<file path="src/rtl/branch_predictor.sv">
// Dynamic branch predictor: direct-mapped BTB with 2-bit saturating counters.
// Looked up combinationally in IF, trained and checked in EX, with saturating perf counters.
module branch_predictor #(
  parameter int unsigned XLEN    = 32,
  parameter int unsigned ENTRIES = 16,
  parameter int unsigned TAG_W   = 8,
  parameter int unsigned CNT_W   = 32
) (
  input  logic             clk,
  input  logic             rst,
  input  logic [XLEN-1:0]  pc_if,
  output logic             pred_taken_if,
  output logic [XLEN-1:0]  pred_pc_if,
  input  logic             upd_valid_ex,
  input  logic [XLEN-1:0]  upd_pc_ex,
  input  logic             upd_taken_ex,
  input  logic [XLEN-1:0]  upd_target_ex,
  input  logic             pred_taken_ex,
  input  logic [XLEN-1:0]  pred_pc_ex,
  input  logic             stall,
  output logic             mispredict_ex,
  output logic [XLEN-1:0]  redirect_pc_ex,
  output logic [CNT_W-1:0] branch_cnt,
  output logic [CNT_W-1:0] mispredict_cnt
);

  localparam int unsigned IDX_W = $clog2(ENTRIES);
  localparam int unsigned TAG_LO = IDX_W + 2;
  localparam int unsigned TAG_HI = IDX_W + TAG_W + 1;

  // Table state
  logic [ENTRIES-1:0] valid_q, valid_d;
  logic [TAG_W-1:0]   tag_q    [ENTRIES];
  logic [TAG_W-1:0]   tag_d    [ENTRIES];
  logic [XLEN-1:0]    target_q [ENTRIES];
  logic [XLEN-1:0]    target_d [ENTRIES];
  logic [1:0]         ctr_q    [ENTRIES];
  logic [1:0]         ctr_d    [ENTRIES];

  logic [CNT_W-1:0] branch_cnt_q, branch_cnt_d;
  logic [CNT_W-1:0] mispredict_cnt_q, mispredict_cnt_d;

  // Direction is implied by pred_pc_ex, so the carried bit is not needed.
  logic unused_pred_taken_ex;
  assign unused_pred_taken_ex = pred_taken_ex;

  // ---------------------------------------------------------------------------
  // IF lookup
  // ---------------------------------------------------------------------------
  logic [IDX_W-1:0] idx_if;
  logic [TAG_W-1:0] tag_if;
  logic             hit_if;
  logic [XLEN-1:0]  seq_pc_if;

  always_comb begin
    idx_if        = pc_if[IDX_W+1:2];
    tag_if        = pc_if[TAG_HI:TAG_LO];
    seq_pc_if     = pc_if + XLEN'(4);
    hit_if        = valid_q[idx_if] && (tag_q[idx_if] == tag_if);
    pred_taken_if = hit_if && ctr_q[idx_if][1];
    pred_pc_if    = pred_taken_if ? target_q[idx_if] : seq_pc_if;
  end

  // ---------------------------------------------------------------------------
  // EX check
  // ---------------------------------------------------------------------------
  logic [IDX_W-1:0] idx_ex;
  logic [TAG_W-1:0] tag_ex;
  logic             hit_ex;
  logic [XLEN-1:0]  seq_pc_ex;
  logic             train_en;

  always_comb begin
    idx_ex         = upd_pc_ex[IDX_W+1:2];
    tag_ex         = upd_pc_ex[TAG_HI:TAG_LO];
    seq_pc_ex      = upd_pc_ex + XLEN'(4);
    hit_ex         = valid_q[idx_ex] && (tag_q[idx_ex] == tag_ex);
    redirect_pc_ex = upd_taken_ex ? upd_target_ex : seq_pc_ex;
    // Comparing full next-PCs also flags a stale target with the right direction.
    mispredict_ex  = upd_valid_ex && (pred_pc_ex != redirect_pc_ex);
    train_en       = upd_valid_ex && !stall;
  end

  // ---------------------------------------------------------------------------
  // EX training: next-state of the addressed entry only
  // ---------------------------------------------------------------------------
  always_comb begin
    valid_d  = valid_q;
    tag_d    = tag_q;
    target_d = target_q;
    ctr_d    = ctr_q;
    if (train_en) begin
      if (hit_ex) begin
        if (upd_taken_ex) begin
          target_d[idx_ex] = upd_target_ex;
          if (ctr_q[idx_ex] != 2'b11) begin
            ctr_d[idx_ex] = ctr_q[idx_ex] + 2'b01;
          end
        end else if (ctr_q[idx_ex] != 2'b00) begin
          ctr_d[idx_ex] = ctr_q[idx_ex] - 2'b01;
        end
      end else if (upd_taken_ex) begin
        valid_d[idx_ex]  = 1'b1;
        tag_d[idx_ex]    = tag_ex;
        target_d[idx_ex] = upd_target_ex;
        ctr_d[idx_ex]    = 2'b10;
      end
    end
  end

  // ---------------------------------------------------------------------------
  // Saturating performance counters
  // ---------------------------------------------------------------------------
  always_comb begin
    branch_cnt_d     = branch_cnt_q;
    mispredict_cnt_d = mispredict_cnt_q;
    if (train_en) begin
      if (branch_cnt_q != {CNT_W{1'b1}}) begin
        branch_cnt_d = branch_cnt_q + CNT_W'(1);
      end
      if (mispredict_ex && (mispredict_cnt_q != {CNT_W{1'b1}})) begin
        mispredict_cnt_d = mispredict_cnt_q + CNT_W'(1);
      end
    end
  end

  assign branch_cnt     = branch_cnt_q;
  assign mispredict_cnt = mispredict_cnt_q;

  // ---------------------------------------------------------------------------
  // State registers; reset also discards any update presented that cycle
  // ---------------------------------------------------------------------------
  always_ff @(posedge clk) begin
    if (rst) begin
      valid_q          <= '0;
      branch_cnt_q     <= '0;
      mispredict_cnt_q <= '0;
      for (int i = 0; i < int'(ENTRIES); i++) begin
        tag_q[i]    <= '0;
        target_q[i] <= '0;
        ctr_q[i]    <= 2'b01;
      end
    end else begin
      valid_q          <= valid_d;
      branch_cnt_q     <= branch_cnt_d;
      mispredict_cnt_q <= mispredict_cnt_d;
      for (int i = 0; i < int'(ENTRIES); i++) begin
        tag_q[i]    <= tag_d[i];
        target_q[i] <= target_d[i];
        ctr_q[i]    <= ctr_d[i];
      end
    end
  end

endmodule

</file>
<file path="config.mk">
export PLATFORM = sky130hd
export DESIGN_NAME = branch_predictor
export DESIGN_NICKNAME = d
export VERILOG_FILES = /design/src/rtl/branch_predictor.sv
export SDC_FILE = /design/constraint.sdc
export NUM_CORES = 2
export LEC_CHECK = 0
export ABC_AREA = 1
export ABC_CLOCK_PERIOD_IN_PS = 10800
export CAP_MARGIN = 20
export CORE_ASPECT_RATIO = 2
export CORE_MARGIN = 5
export CORE_UTILIZATION = 35
export CTS_CLUSTER_SIZE = 10
export DETAILED_ROUTE_END_ITERATION = 12
export PLACE_DENSITY_LB_ADDON = 0.05
export REMOVE_ABC_BUFFERS = 1
export SYNTH_ARGS = -nofsm -noshare
export SYNTH_HDL_FRONTEND = slang
export SYNTH_SLANG_ARGS = --single-unit
</file>
<file path="constraint.sdc">
create_clock -name clk -period 10.8 [get_ports clk]
set_clock_uncertainty 0.2 [all_clocks]
set_input_delay 2.7 -clock clk [delete_from_list [all_inputs] [get_ports clk]]
set_output_delay 2.7 -clock clk [all_outputs]
set_load 0.01 [all_outputs]
</file>
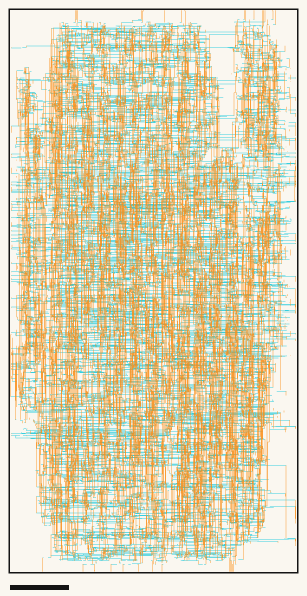
(signal wires by layer)
Scale bar: 50 um. Only two layers are drawn.
met1 -> cyan  # wire length 69.4 mm
met2 -> orange  # wire length 85.6 mm

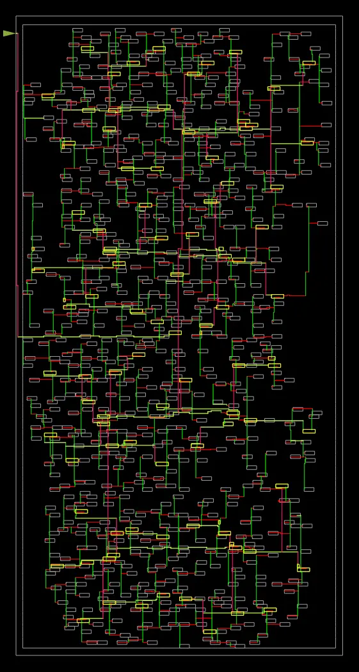
(the clock network)
total clock network power: 0.00268 W
Num CTS Buffers: 85
Flop Count: 752
Latency at later pin: 0.68 ns

==> out/qor.txt <==
result of the run = complete, no violations
GR met2 Demand/Resource = 0.502
clock buffer instance count of the final layout = 96
overall via count from detail_route = 40500
sequential group share of total power = 0.451
stage-log warning count = 42
setup repair after global routing missed its margin = no
total number of H-tree levels = 3
area fraction in and, or, nand and nor cells after synthesis = 0.276
count of buffers inserted at the top-level ports = 262
slew at the pin with the worst max-slew slack = 1.20 ns
largest net degree at the start of global routing = 200
number of placement rows = 171
fraction of final layout cells with drive strength greater than 1 = 0.0520
dominant register cell = dfxtp_1
worst flop-to-flop path startpoint = valid_q[5]
arrival time worst endpoint = 6.97 ns
Root Buffer Master = clkbuf_16
Sum Neg Setup Slack = 0 ns
number of detailed-route iterations in the first pass = 6
final cell count without fillers = 7239
register fraction of the total cell area = 0.343
tapcells inserted = 1384
share of flip-flops with an asynchronous set or reset after synthesis = 0
cell taking the most area after synthesis = dfxtp_1
Ys Warns = 0
Max-area cell share = 0.394
Placement Setup Slack = 1.04 ns
global-route wire length before repair = 259000 um
R2R cell count = 17
chip area = 116000 um^2
net switching fraction of the power = 0.280
count of endpoints failing setup in the final report = 0
flip-flop count of the largest register after layout = 512
share of synthesized area occupied by flip-flops and latches = 0.394
prevailing logic family in the synthesized netlist = simple AND/OR/NAND/NOR gates
footprint of the multi-input gates = 19800 um^2
Fill cells = 11500
area figure in the yosys stat output = 38200 um^2
clock sinks = 752
number of global-route vias before repair = 38900
count of unique library cells instantiated by Yosys = 47
cell with the largest stage delay on the worst path = inv_2
Remaining Overflow, GRT = 0
post-synthesis mux area share = 0
final core utilization = 0.405
leakage component of the power = 17.6 nW
Max-slew headroom = 0.203
Chip Height = 477 um
floorplan core density = 0.352
setup bufs post-CTS = 0
worst voltage drop across the vdd grid = 116 uV
Int Pwr = 0.00449 W
cts hold-fix bufs = 0
maximum clock path buffer count = 3
DRC errors left = 0
Post-Route Hold Slack = 0.255 ns
critical path depth = 13
sum of internal, switching and leakage power = 0.00623 W
critical path required time = 7.90 ns
fraction of standard cell area in multi-input logic = 0.450
number of gates resized after cts = 0
largest incremental delay on the critical path = 0.63 ns
core area = 108000 um^2
startpoint type of the worst setup path = input pin
Worst Slack Setup Final = 0.929 ns
capture point of the worst path = pred_pc_if[13]
share of the synthesized netlist area taken by xor and xnor gates = 0.00734
number of ordinary inverters in the final layout = 377
clock distribution area overhead in the final layout = 0.0524
cell area after layout = 43900 um^2
cell count in the Yosys report = 5845
shortest period the worst path allows = 9.87 ns
Final Hold Violation Tally = 0
worst reg2reg path endpoint = tag_q[91]
number of multi-input combinational cells in the layout = 4237
number of non-clock buffers in the layout = 384
synthesized-area fraction occupied by ao, oa, aoi and oai cells = 0.229
average footprint of a synthesized cell = 6.53 um^2
part of the total power dissipated in combinational logic = 0.119
Adder-Cell Fraction of Synth Area = 0.00295
number of buffers and inverters on the critical path = 6
number of nets in the layout = 5980
Biggest register = target_q
CTS tree = done
First DRT Iteration DRCs = 3702
Most Used Layer, Global Route = met2
net switching power figure = 0.00174 W
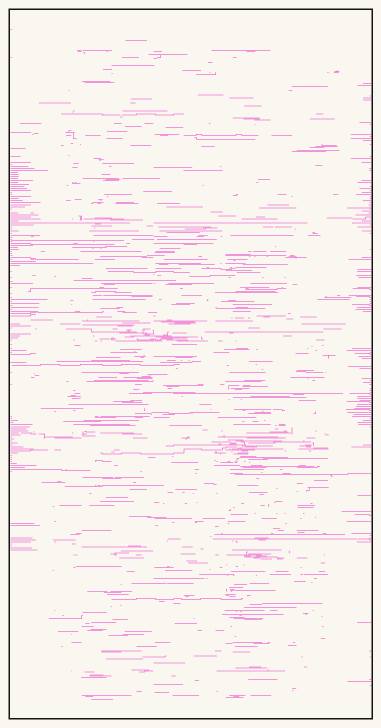
(signal wires on met3)
wire length on this layer = 11400 um
longest straight run = 114 um
main direction = horizontal
share of all routed wire = 6.4%
nets with wire on the layer = 578

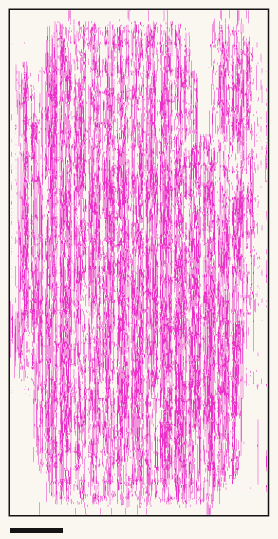
(signal wires on met2)
Scale bar: 50 um.
wire length on this layer = 85.6 mm
main direction = vertical
share of all routed wire = 48%

[metal layers]
layer	part of all wire	wire, um	vias to the layer above
li1	-	-	19300
met1	0.39	69400	19200
met2	0.48	85600	1629
met3	0.064	11400	400
met4	0.061	10800	2
met5	0.000068	12	-
[worst min path at each step]
stage,depth (start not counted),from,to
final,2,ctr_q[12],ctr_q[12]
after global routing,2,ctr_q[4],ctr_q[4]
after CTS,2,ctr_q[12],ctr_q[12]
after detailed placement,2,ctr_q[12],ctr_q[12]
after global placement,2,ctr_q[26],ctr_q[26]
after floorplan,2,ctr_q[12],ctr_q[12]
[placed cells by master, fill, tap and decap left out, drive strengths merged, types with 9 or more instances in the layout]
| master | netlist | layout |
|---|---|---|
| a21oi | 375 | 375 |
| a32o | 14 | 14 |
| buf | 168 | 129 |
| clkbuf | 311 | 96 |
| clkdlybuf4s50 | 0 | 255 |
| clkinv | 8 | 10 |
| dfxtp | 752 | 752 |
| ha | 9 | 9 |
| inv | 369 | 370 |
| nand2 | 672 | 672 |
| nand3 | 242 | 242 |
| nand3b | 20 | 20 |
| nand4 | 95 | 95 |
| nor2 | 1439 | 1439 |
| nor3 | 45 | 45 |
| nor4 | 15 | 15 |
| o211ai | 23 | 23 |
| o21ai | 1053 | 1053 |
| o21bai | 26 | 26 |
| o221ai | 48 | 48 |
| o22ai | 83 | 83 |
| or2 | 20 | 20 |
| xor2 | 24 | 24 |
[power by group through the flow]
stage,Sequential [W],Clock (W),Combinational [W]
6_report,0.00281,0.00268,0.000742
5_1_grt,0.00281,0.00283,0.000797
4_1_cts,0.00281,0.00274,0.000735
3_5_place_dp,0.00287,0,0.000733
3_3_place_gp,0.00287,0,0.000733
2_1_floorplan,0.00287,0,0.000331
Power is estimated from default activity; no workload was simulated.
